**config.mk**
```make
export PLATFORM = sky130hd
export DESIGN_NAME = fir_flat
export DESIGN_NICKNAME = d
export VERILOG_FILES = /design/src/rtl/fir_if.sv /design/src/rtl/fir.sv /design/src/flat_wrapper.sv
export SDC_FILE = /design/constraint.sdc
export NUM_CORES = 2
export LEC_CHECK = 0
export CAP_MARGIN = 20
export CORE_ASPECT_RATIO = 0.8
export CORE_MARGIN = 8
export CORE_UTILIZATION = 30
export CTS_CLUSTER_SIZE = 30
export DETAILED_ROUTE_END_ITERATION = 6
export GPL_TIMING_DRIVEN = 0
export SLEW_MARGIN = 20
export SYNTH_ARGS = -nofsm -noshare
export SYNTH_HDL_FRONTEND = slang
export SYNTH_SLANG_ARGS = --single-unit
```
**constraint.sdc**
```tcl
create_clock -name clk -period 18.5 [get_ports clk]
set_input_delay 2.775 -clock clk [delete_from_list [all_inputs] [get_ports clk]]
set_output_delay 2.775 -clock clk [all_outputs]
set_load 0.02 [all_outputs]
```
**src/rtl/fir_if.sv**
```systemverilog
// Sample stream bus between a PCM source, the FIR filter and a downstream sink.
// The master drives samples in and the slave returns filtered samples.
interface fir_if #(
   parameter int unsigned WD_IN  = 24,
   parameter int unsigned WD_OUT = 24
);
   logic signed [WD_IN-1:0]  data_in;
   logic signed [WD_OUT-1:0] data_out;

   modport master (output data_in, input data_out);
   modport slave  (input data_in, output data_out);
endinterface

```
**src/rtl/fir.sv**
```systemverilog
// 16-tap direct-form low-pass FIR with fixed symmetric Q1.15 coefficients.
// Full-precision accumulate, round half toward +inf, saturate to WD_OUT bits.
module fir #(
   parameter int unsigned WD_IN   = 24,
   parameter int unsigned WD_OUT  = 24,
   parameter int unsigned WD_COEF = 16
) (
   input  logic  clk,
   input  logic  reset,
   fir_if.slave  bus
);
   localparam int unsigned NTAPS = 16;
   localparam int unsigned AccW  = WD_IN + WD_COEF + 4;
   localparam int unsigned RndW  = AccW - 15;

   localparam logic signed [WD_COEF-1:0] COEF [NTAPS] = '{
      -16'sd120, -16'sd250, 16'sd0,    16'sd900,  16'sd2200, 16'sd3800, 16'sd4554, 16'sd5300,
      16'sd5300, 16'sd4554, 16'sd3800, 16'sd2200, 16'sd900,  16'sd0,    -16'sd250, -16'sd120
   };

   localparam logic signed [AccW-1:0] Half = AccW'(1 << 14);
   localparam logic signed [RndW-1:0] YMax = RndW'((2 ** (WD_OUT - 1)) - 1);
   localparam logic signed [RndW-1:0] YMin = -(RndW'(2 ** (WD_OUT - 1)));

   logic signed [WD_IN-1:0]  taps_q [NTAPS];
   logic signed [WD_IN-1:0]  taps_d [NTAPS];
   logic signed [WD_OUT-1:0] data_out_q, data_out_d;

   logic signed [AccW-1:0] acc;
   logic signed [AccW-1:0] tap_ext, coef_ext;
   logic signed [RndW-1:0] y_r;

   always_comb begin
      taps_d[0] = bus.data_in;
      for (int i = 1; i < NTAPS; i++) begin
         taps_d[i] = taps_q[i-1];
      end
   end

   // Output uses the tap values present before the edge, so a new sample
   // reaches data_out one edge after it is captured.
   always_comb begin
      acc      = '0;
      tap_ext  = '0;
      coef_ext = '0;
      for (int i = 0; i < NTAPS; i++) begin
         tap_ext  = AccW'(taps_q[i]);
         coef_ext = AccW'(COEF[i]);
         acc      = acc + tap_ext * coef_ext;
      end
      y_r = RndW'((acc + Half) >>> 15);
      if (y_r > YMax) begin
         data_out_d = {1'b0, {(WD_OUT-1){1'b1}}};
      end else if (y_r < YMin) begin
         data_out_d = {1'b1, {(WD_OUT-1){1'b0}}};
      end else begin
         data_out_d = y_r[WD_OUT-1:0];
      end
   end

   always_ff @(posedge clk) begin
      if (reset) begin
         for (int i = 0; i < NTAPS; i++) begin
            taps_q[i] <= '0;
         end
         data_out_q <= '0;
      end else begin
         for (int i = 0; i < NTAPS; i++) begin
            taps_q[i] <= taps_d[i];
         end
         data_out_q <= data_out_d;
      end
   end

   assign bus.data_out = data_out_q;
endmodule

```
**src/flat_wrapper.sv**
```systemverilog
// flat-port wrapper written by rule: the top's interface ports become plain ports
module fir_flat 
#(
   parameter int unsigned WD_IN   = 24,
   parameter int unsigned WD_OUT  = 24,
   parameter int unsigned WD_COEF = 16
)
  (clk, reset, bus_data_in, bus_data_out);
  fir_if #(.WD_IN(WD_IN), .WD_OUT(WD_OUT)) bus_i ();
  input  logic clk;
  input  logic reset;
  input wire logic [$bits(bus_i.data_in)-1:0] bus_data_in;
  output wire logic [$bits(bus_i.data_out)-1:0] bus_data_out;
  assign bus_i.data_in = bus_data_in;
  assign bus_data_out = bus_i.data_out;
  fir #(.WD_IN(WD_IN), .WD_OUT(WD_OUT), .WD_COEF(WD_COEF)) u_core (.clk(clk), .reset(reset), .bus(bus_i));
endmodule
```
==> notes.md <==
Figures from the flow reports.

Global routing:
- The first global-routing pass estimated 314,000 microns of wire.
- The number of global-route vias before repair was 54,314.
- The run gives the pin count of the biggest net entering global routing as 19.
- The run puts the number of antenna violations at the first check in global routing at 3.
- The run gives the total grt overflow as 0.

Worst setup path:
- In the setup report, the worst path falls into the class reg2reg.
- The run gives the maximum fanout count along the critical path as 10.
- The run gives the capturing point of the worst reg2reg path as u_core.bus.data_out[17]$_SDFF_PP0_.
- Together, buffers and inverters on the worst path number 11.
- The worst setup path is captured at a flop.
- The run gives the critical path's largest stage delay as 0.64 ns.
- According to the timing report, the critical path is captured at u_core.bus.data_out[17]$_SDFF_PP0_.
- The timing report shows the most common cell along the critical path to be sky130_fd_sc_hd__fa_1.
- At the worst endpoint, the arrival time is 12.94 ns.
- Per STA, the worst path accumulates the most delay in the family adder cells.
- The run gives the reg-to-reg critical path startpoint as u_core.taps_q[0][128]$_SDFF_PP0_.
- The run puts the count of cell instances traversed by the critical path at 43.

Placed design:
- The run gives the count of buffers inserted at the top-level ports as 48.
- The run puts the post-place setup slack at 6.08 ns.
- After detailed placement, the design holds a cell count of 11,776.
- Summed over all nets, the half-perimeter wirelength after detailed placement is 179,000 microns.
- Per the gpl log, the routability congestion estimate is 0.937.

Clock network:
- The run gives the post-cts hold buffer count as 0.
- The tree is rooted in a sky130_fd_sc_hd__clkbuf_16.
- The run puts the clock latency on the worst-skew pair at 0.68 ns.
- The run puts the number of buffers created by CTS at 52.
- The run puts the count of instances resized after the clock tree is built at 0.
- The run gives the maximum number of buffers from clock root to sink as 3.
- The run gives the H-tree depth as 2.
- The run gives the number of post-CTS setup repair buffers as 0.

Synth:
- The run puts the adder and majority cell fraction of the synthesized area at 55.0%.
- The run puts the total cell area reported by yosys after synthesis at 76,800 sq um.
- The run gives the total nets after synthesis as 11,033.
- After synthesis, the share of flip-flops with an asynchronous set or reset is 0%.
- Summing every instance area after synthesis gives 76,800 sq um.
- Each instance of the synthesized netlist takes up on average 9.18 sq um.
- The run puts the register share after synthesis at 10.6%.
- For reference, the top cells by area after synthesis are sky130_fd_sc_hd__fa_1 32%, sky130_fd_sc_hd__ha_1 23%, sky130_fd_sc_hd__inv_1 13%.
- The run gives the area fraction in xor and xnor cells as 5.09%.
- The run gives the main logic family after synthesis as adder cells.
- The run gives the number of distinct library cells after synthesis as 81.
- The run gives the cell accounting for the most synthesized area as sky130_fd_sc_hd__fa_1.
- The run puts the fraction of synthesized cell area taken by the top area cell type at 31.8%.
- The run puts the number of enable-type register cells in the synthesized netlist at 0.
- The synthesis stats list as the most numerous cell sky130_fd_sc_hd__inv_1.
- The run gives the post-synthesis simple-gate area fraction as 7.27%.
- The run gives the instance count of the mapped netlist as 8,366.

Floorplanning:
- The run gives the area of the core region as 255,000 sq um.
- The run puts the horizontal die dimension at 582 microns.
- The run puts the tap cell count at 3,360.
- 50 I/O pins were placed.
- The run gives the die height as 468 microns.
- The run gives the initial cell density of the core as 30.1%.

Final layout:
- The run gives the multi-input combinational cell area as 58,400 sq um.
- The run gives the largest register by flop count as u_core.taps_q.
- Leaving out fill and tap cells, the most frequent cells in the layout are 2,644 x sky130_fd_sc_hd__inv_1, 1,423 x sky130_fd_sc_hd__ha_1, 1,218 x sky130_fd_sc_hd__fa_1.
- For this run, the script counts the antenna cells in the layout as 1.
- The run gives the dominant logic cell type in the layout as sky130_fd_sc_hd__inv_1.
- The run puts the post-route cell area at 83,400 sq um.
- The run puts the number of standard cells in the layout, taps in and fillers out at 11,877.
- In the final layout, flip-flops and latches occupy 8170 sq um.
- The run puts the final net count at 11,139.
- The run gives the non-clock buffer count in the final layout as 114.
- The run puts the multi-input combinational cell count at 5,252.
- The run gives the fraction of layout cells with a size suffix above 1 as 2.00%.
- By area, the class that comes first in the final layout consists of logic gates.
- The run puts the tally of clock buffers in the finished layout at 63.
- Measured on the final layout, buffering overhead outside the clock network stands at 0.972%.
- Of all the cell area in the finished design, the clock network holds 2.26%.
- Relative to the synthesized area, the layout overhead comes to 8.69%.
- The run gives the count of sequential standard cells as 408.

Pwr:
- The run gives the power in the clock group as 1.14 mW.
- The run gives the power in combinational cells as 2.54 mW.
- The run gives the logic gate share of total power as 54.9%.
- The run puts the register share of total power at 20.4%.
- The run gives the total power as 4.63 mW.
- For this design the total switching power over the nets is 2.05 mW.
- The run gives the sequential power as 0.946 mW.
- The run puts the peak supply drop at 0.145 mV.
- The run gives the power density over cell area as 55.5 nW/um^2.
- The run puts the leakage power of the design at 44.8 nW.
- The run gives the largest power group as combinational cells.

STA:
- The tightest hold path in the finished design has a slack of 0.411 ns.
- Endpoints with negative setup slack in the final report add up to 0.
- Setup total negative slack on the finished layout was measured at 0 ns.
- The run puts the number of hold-slack violations in the final timing report at 0.
- The highest clock rate this design can be run at is 80.6 MHz.
- Setup repair after global routing left no endpoint under its margin.
- The final timing report lists clock skew as 0.0674 ns.
- The run puts the post-route clock period utilization at 67.1%.
- The run puts the final max-slew violation count at 0.
- The run gives the setup slack of the critical path after layout as 6.09 ns.

Detailed routing:
- The run gives the final routed wire length divided by cell count as 16.8 microns.
- Signal nets in the final route climb as high as met4.
- The run puts the detailed-routing wirelength on met1 at 99,900 microns.
- The run puts the detailed-route vias per instance at 4.39.
- The run puts the sum of met2 wire segment lengths after detailed routing at 81,500 microns.
- The run puts the residual antenna-violating net count after detailed routing at 0.
- In the log, the iteration count for the first detailed-route pass is 6.

Worst hold path:
- The run gives the number of cells on the worst hold path as 1.
- Looking at the hold checks, the worst path lands on u_core.taps_q[1][147]$_SDFF_PP0_.
- The type recorded for the worst min-delay path is reg2reg.
- STA lists the startpoint of the worst hold path as u_core.taps_q[1][123]$_SDFF_PP0_.

Job:
- The run gives the OpenROAD warning count as 69.
- The run gives the number of maximum-capacitance constraint violations as 0.

Run status:
- The run finished with clean final reports.
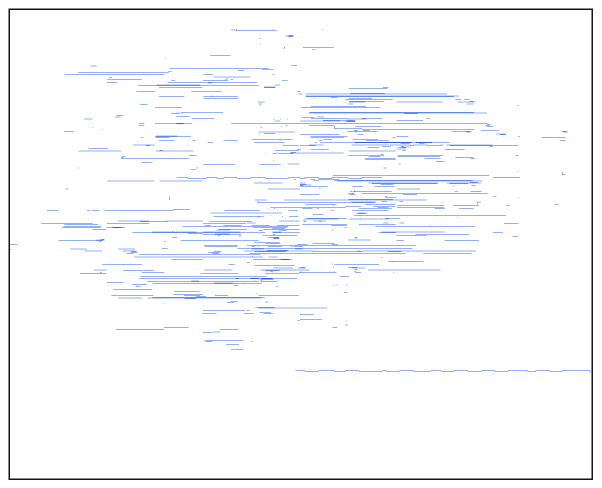
Figure 1: met3 routing.
Scale: 1 px per micron.
share of all routed wire	6.8%
longest straight run	256 microns
GR met3 Demand/Resource: 2.80%
routed wire length: 199,000 microns
vias after detailed routing: 52,198

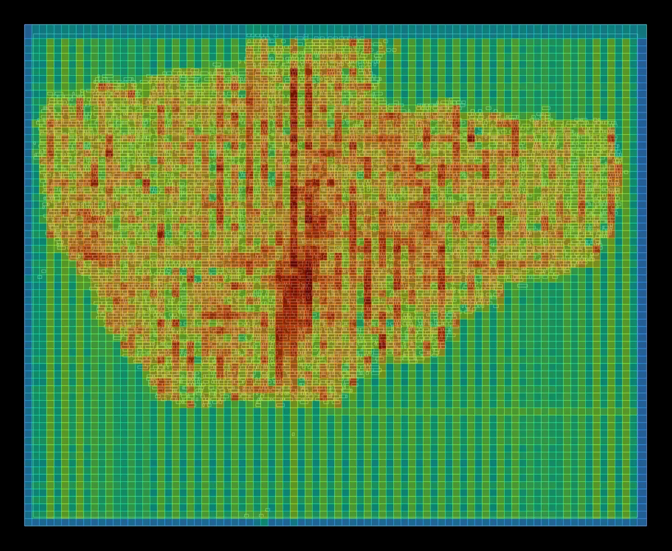
Figure 2: routing congestion.
global-route met2 utilization: 22.3%
post-layout utilization of the core: 32.7%
global-route track usage on met1: 22.1%
busiest layer in global routing: met2
GRT Total Usage: 14.9%

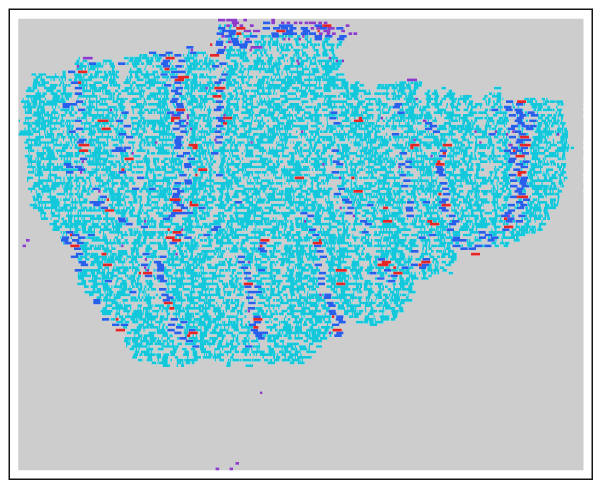
Figure 3: cells coloured by class.
Scale: 1 px per micron. Fill, decap, tap and diode cells in grey.
colour	class	cells
cyan	remaining logic cells	7,896
red	clock drivers and dummy loads	98
blue	sequential cells	408
purple	remaining buffers and delay cells	114
placement row count: 166
sequential portion of the cell area: 9.79%

Power and IR drop assume default switching activity.
